**The metal 2 layer**

Drawn at 6 px/um. Cells faint in the background.
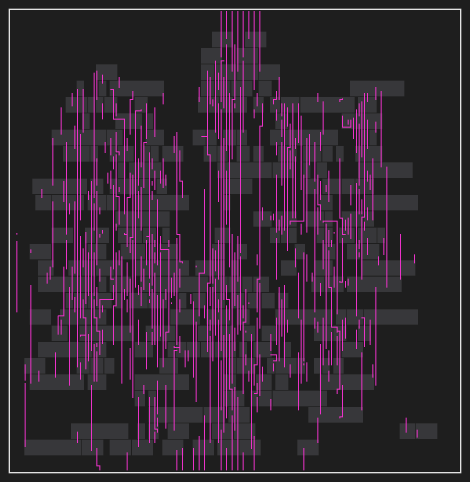
**Met3 routing**

Drawn at 6 px/um. Cells faint in the background.
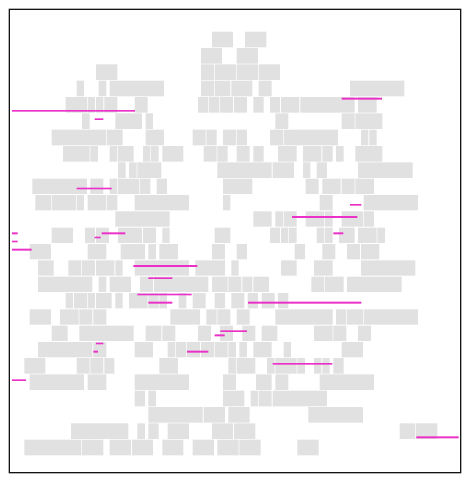
==> config.mk <==
export PLATFORM = sky130hd
export DESIGN_NAME = pwm_deadtime_flat
export DESIGN_NICKNAME = d
export VERILOG_FILES = /design/src/rtl/pwm_deadtime_if.sv /design/src/rtl/pwm_deadtime.sv /design/src/flat_wrapper.sv
export SDC_FILE = /design/constraint.sdc
export NUM_CORES = 1
export LEC_CHECK = 0
export CAP_MARGIN = 40
export CORE_AREA = 2 2 73 75
export DETAILED_ROUTE_END_ITERATION = 12
export DIE_AREA = 0 0 75 77
export PLACE_DENSITY_LB_ADDON = 0.25
export SYNTH_ARGS = -nofsm -noshare
export SYNTH_HDL_FRONTEND = slang
export SYNTH_SLANG_ARGS = --single-unit
==> constraint.sdc <==
create_clock -name clk -period 6.6 [get_ports clk]
set_clock_uncertainty 0.15 [all_clocks]
set_input_delay 1.32 -clock clk [delete_from_list [all_inputs] [get_ports clk]]
set_output_delay 1.32 -clock clk [all_outputs]
set_load 0.05 [all_outputs]
==> src/rtl/pwm_deadtime_if.sv <==
// rtl/pwm_deadtime_if.sv - control and gate-drive bundle for the complementary dead-time stage
//
// Ports (signals carried by the interface):
//   en         stage enable, 0 forces every gate off
//   dt_rise    dead cycles before a high-side turn-on
//   dt_fall    dead cycles before a low-side turn-on
//   pwm1_in    channel 1 comparator output (combinational source)
//   pwm2_in    channel 2 comparator output (combinational source)
//   fault_n    asynchronous external break, active low
//   fault_clr  single-cycle pulse that clears the sticky fault flag
//   pwm1_h/l   channel 1 high/low-side gates
//   pwm2_h/l   channel 2 high/low-side gates
//   fault_flag sticky fault status
// master drives the controls and observes the gates; slave is the stage itself.
interface pwm_deadtime_if #(
  parameter int DT_WIDTH = 8
);
  logic                en;
  logic [DT_WIDTH-1:0] dt_rise;
  logic [DT_WIDTH-1:0] dt_fall;
  logic                pwm1_in;
  logic                pwm2_in;
  logic                fault_n;
  logic                fault_clr;
  logic                pwm1_h;
  logic                pwm1_l;
  logic                pwm2_h;
  logic                pwm2_l;
  logic                fault_flag;

  modport master (
    output en, dt_rise, dt_fall, pwm1_in, pwm2_in, fault_n, fault_clr,
    input  pwm1_h, pwm1_l, pwm2_h, pwm2_l, fault_flag
  );

  modport slave (
    input  en, dt_rise, dt_fall, pwm1_in, pwm2_in, fault_n, fault_clr,
    output pwm1_h, pwm1_l, pwm2_h, pwm2_l, fault_flag
  );
endinterface

==> src/rtl/pwm_deadtime.sv <==
// rtl/pwm_deadtime.sv - two-channel complementary gate driver with dead time and fault latch
//
// Ports:
//   clk    single rising-edge clock
//   rst_n  asynchronous active-low reset
//   bus    pwm_deadtime_if.slave: en, dt_rise, dt_fall, pwm1_in, pwm2_in,
//          fault_n, fault_clr in; pwm1_h, pwm1_l, pwm2_h, pwm2_l, fault_flag out
module pwm_deadtime #(
  parameter int DT_WIDTH = 8
) (
  input  logic           clk,
  input  logic           rst_n,
  pwm_deadtime_if.slave  bus
);

  localparam int NCH = 2;
  localparam logic [DT_WIDTH-1:0] CNT_ONE = DT_WIDTH'(1);

  typedef enum logic [2:0] {
    S_OFF     = 3'd0,
    S_LOW     = 3'd1,
    S_DT_TO_H = 3'd2,
    S_HIGH    = 3'd3,
    S_DT_TO_L = 3'd4
  } state_t;

  // Comparator outputs are registered once before the FSMs see them.
  logic [NCH-1:0]      r_pwm_q;

  // Two-flop synchronizer; idles at 1 so reset never looks like a fault.
  logic                r_fault_s1;
  logic                r_fault_s2;
  logic                r_fault_flag;

  state_t              r_state     [NCH];
  state_t              w_state_nxt [NCH];
  logic [DT_WIDTH-1:0] r_cnt       [NCH];
  logic [DT_WIDTH-1:0] w_cnt_nxt   [NCH];
  logic [NCH-1:0]      w_h;
  logic [NCH-1:0]      w_l;

  logic                w_fault;
  logic                w_block;
  logic                w_rise_zero;
  logic                w_fall_zero;

  assign w_fault     = ~r_fault_s2;
  // A fresh synchronized fault blocks on the same edge it sets the flag.
  assign w_block     = w_fault | r_fault_flag | ~bus.en;
  assign w_rise_zero = (bus.dt_rise == '0);
  assign w_fall_zero = (bus.dt_fall == '0);

  // Input register, synchronizer and sticky fault flag.
  always_ff @(posedge clk or negedge rst_n) begin
    if (!rst_n) begin
      r_pwm_q      <= '0;
      r_fault_s1   <= 1'b1;
      r_fault_s2   <= 1'b1;
      r_fault_flag <= 1'b0;
    end else begin
      r_pwm_q    <= {bus.pwm2_in, bus.pwm1_in};
      r_fault_s1 <= bus.fault_n;
      r_fault_s2 <= r_fault_s1;
      // Fault has priority over a coincident clear.
      if (w_fault) begin
        r_fault_flag <= 1'b1;
      end else if (bus.fault_clr) begin
        r_fault_flag <= 1'b0;
      end
    end
  end

  // Channel FSM state register.
  always_ff @(posedge clk or negedge rst_n) begin
    if (!rst_n) begin
      for (int ch = 0; ch < NCH; ch++) begin
        r_state[ch] <= S_OFF;
        r_cnt[ch]   <= '0;
      end
    end else begin
      for (int ch = 0; ch < NCH; ch++) begin
        r_state[ch] <= w_state_nxt[ch];
        r_cnt[ch]   <= w_cnt_nxt[ch];
      end
    end
  end

  // Channel FSM next state. The dead-time inputs are only read when the
  // counter is loaded, so a change mid-interval waits for the next one.
  always_comb begin
    for (int ch = 0; ch < NCH; ch++) begin
      w_state_nxt[ch] = r_state[ch];
      w_cnt_nxt[ch]   = r_cnt[ch];
      if (w_block) begin
        w_state_nxt[ch] = S_OFF;
        w_cnt_nxt[ch]   = '0;
      end else begin
        case (r_state[ch])
          S_OFF, S_LOW: begin
            if (r_pwm_q[ch]) begin
              if (w_rise_zero) begin
                w_state_nxt[ch] = S_HIGH;
              end else begin
                w_state_nxt[ch] = S_DT_TO_H;
                w_cnt_nxt[ch]   = bus.dt_rise;
              end
            end else begin
              w_state_nxt[ch] = S_LOW;
            end
          end
          S_DT_TO_H: begin
            // Abort returns straight to LOW; the high side never conducted.
            if (!r_pwm_q[ch]) begin
              w_state_nxt[ch] = S_LOW;
            end else if (r_cnt[ch] == CNT_ONE) begin
              w_state_nxt[ch] = S_HIGH;
            end else begin
              w_cnt_nxt[ch] = r_cnt[ch] - CNT_ONE;
            end
          end
          S_HIGH: begin
            if (!r_pwm_q[ch]) begin
              if (w_fall_zero) begin
                w_state_nxt[ch] = S_LOW;
              end else begin
                w_state_nxt[ch] = S_DT_TO_L;
                w_cnt_nxt[ch]   = bus.dt_fall;
              end
            end
          end
          S_DT_TO_L: begin
            if (r_pwm_q[ch]) begin
              w_state_nxt[ch] = S_HIGH;
            end else if (r_cnt[ch] == CNT_ONE) begin
              w_state_nxt[ch] = S_LOW;
            end else begin
              w_cnt_nxt[ch] = r_cnt[ch] - CNT_ONE;
            end
          end
          default: begin
            w_state_nxt[ch] = S_OFF;
            w_cnt_nxt[ch]   = '0;
          end
        endcase
      end
    end
  end

  // Moore output decode: only HIGH and LOW drive a gate, so h and l are
  // mutually exclusive by construction.
  always_comb begin
    w_h = '0;
    w_l = '0;
    for (int ch = 0; ch < NCH; ch++) begin
      w_h[ch] = (r_state[ch] == S_HIGH);
      w_l[ch] = (r_state[ch] == S_LOW);
    end
  end

  assign bus.pwm1_h     = w_h[0];
  assign bus.pwm1_l     = w_l[0];
  assign bus.pwm2_h     = w_h[1];
  assign bus.pwm2_l     = w_l[1];
  assign bus.fault_flag = r_fault_flag;

endmodule

==> src/flat_wrapper.sv <==
// flat-port wrapper written by rule: the top's interface ports become plain ports
module pwm_deadtime_flat 
#(
  parameter int DT_WIDTH = 8
)
  (clk, rst_n, bus_en, bus_dt_rise, bus_dt_fall, bus_pwm1_in, bus_pwm2_in, bus_fault_n, bus_fault_clr, bus_pwm1_h, bus_pwm1_l, bus_pwm2_h, bus_pwm2_l, bus_fault_flag);
  pwm_deadtime_if #(.DT_WIDTH(DT_WIDTH)) bus_i ();
  input  logic clk;
  input  logic rst_n;
  input wire logic [$bits(bus_i.en)-1:0] bus_en;
  input wire logic [$bits(bus_i.dt_rise)-1:0] bus_dt_rise;
  input wire logic [$bits(bus_i.dt_fall)-1:0] bus_dt_fall;
  input wire logic [$bits(bus_i.pwm1_in)-1:0] bus_pwm1_in;
  input wire logic [$bits(bus_i.pwm2_in)-1:0] bus_pwm2_in;
  input wire logic [$bits(bus_i.fault_n)-1:0] bus_fault_n;
  input wire logic [$bits(bus_i.fault_clr)-1:0] bus_fault_clr;
  output wire logic [$bits(bus_i.pwm1_h)-1:0] bus_pwm1_h;
  output wire logic [$bits(bus_i.pwm1_l)-1:0] bus_pwm1_l;
  output wire logic [$bits(bus_i.pwm2_h)-1:0] bus_pwm2_h;
  output wire logic [$bits(bus_i.pwm2_l)-1:0] bus_pwm2_l;
  output wire logic [$bits(bus_i.fault_flag)-1:0] bus_fault_flag;
  assign bus_i.en = bus_en;
  assign bus_i.dt_rise = bus_dt_rise;
  assign bus_i.dt_fall = bus_dt_fall;
  assign bus_i.pwm1_in = bus_pwm1_in;
  assign bus_i.pwm2_in = bus_pwm2_in;
  assign bus_i.fault_n = bus_fault_n;
  assign bus_i.fault_clr = bus_fault_clr;
  assign bus_pwm1_h = bus_i.pwm1_h;
  assign bus_pwm1_l = bus_i.pwm1_l;
  assign bus_pwm2_h = bus_i.pwm2_h;
  assign bus_pwm2_l = bus_i.pwm2_l;
  assign bus_fault_flag = bus_i.fault_flag;
  pwm_deadtime #(.DT_WIDTH(DT_WIDTH)) u_core (.clk(clk), .rst_n(rst_n), .bus(bus_i));
endmodule
==> run notes <==
On the backend side, the flow ran end to end.

Detailed routing inserted a total of 1754 vias. Across every metal layer, demand over resource in global routing totals 0.190. The number of tap cells added at floorplan stands at 70. The synthesized chip area reported by yosys stands at 1920 um^2. In the post-route report, total wirelength is listed as 5010 um.

The run finished with clean final reports. The number of non-clock inverters in the layout stands at 10. TritonCTS created 3 clock buffers.

Multi-input logic gates represent a cell area share of 0.500. The layout contains a multi-input combinational cell count of 176. Detailed placement ended at an HPWL of 3680 um.

The reported max-cap violation count stands at 0. The fraction of final cell area spent on non-clock buffers in this run is 0.129. The relative area change from synthesis to final layout stands at 19.1%. The portion of the post-synthesis area used by sequential elements stands at 0.353. For this sky-water flow run, the detailed-routed wirelength per cell is reported as 15.8 um. The DRC marker count from the first detailed-route iteration stands at 127.

The endpoint required time on the critical path stands at 5.13 ns. The max-slew check reports its worst relative slack as 0.583. u_core.r_cnt holds more flip-flops than any other register.
-- 'the metal 2 layer' (at the start) --
wire length on this layer	2520 um
longest straight run	46.2 um
main direction	vertical
share of all routed wire	50%
nets with wire on the layer	214

-- 'met3 routing' (at the start) --
share of all routed wire	2.6%
nets with wire on the layer	20
main direction	horizontal
longest straight run	20.2 um
wire length on this layer	129 um

==> kinds of logic (layout without fill, tap and decap cells) <==
family | after synthesis | count (layout) | share of synthesized area
and+or+nand+nor | 90 | 90 | 0.250
AOI/OAI and AO/OA | 72 | 72 | 0.273
DFF | 27 | 27 | 0.353
buffers and inverters | 24 | 44 | 0.0514
xor gates and xnor gates | 7 | 7 | 0.0319
adders and majority gates | 4 | 4 | 0.0260
muxes | 3 | 3 | 0.0156
==> per-layer routing <==
layer  GRT usage  up-vias  routed length [um]  share of wire
li1            -      878                   -              -
met2       0.292       38                2520           0.50
met3      0.0302        7                 129          0.026
met1       0.265      831                2280           0.46
met5           0        -                   0              0
met4      0.0714        0                  80          0.016
==> critical path, cell delays in order (launching register included) <==
cell and delay, ns:
dfrtp_1 0.70, and3b_1 0.31, clkdlybuf4s50_1 0.82
==> final timing paths <==
kind / startpoint / end / slack (ns)
worst max register to register: u_core.r_cnt[10] / u_core.r_cnt[13] / 4.11
worst max-delay path: u_core.r_state[4] / bus_pwm1_h / 3.03
max in group asynchronous: rst_n / u_core.r_fault_s1 / 4.72
worst min register to register: u_core.r_fault_s1 / u_core.r_fault_s2 / 0.21
worst min-delay path: u_core.r_fault_s1 / u_core.r_fault_s2 / 0.21
min in group asynchronous: rst_n / u_core.r_pwm_q[0] / 1.27
==> stage by stage <==
stage                     std cells  hold WS, ns  worst slack [ns]  area, um^2   util
final                           317        0.210              3.03        2290  0.460
after detailed placement        313        0.197              2.90        2250  0.451
after global routing            317        0.215              2.92        2290  0.460
after global placement          311        0.197              2.72        2230  0.447
after CTS                       317        0.212              3.01        2290  0.460
after floorplan                 227        0.195              3.29        1920      -
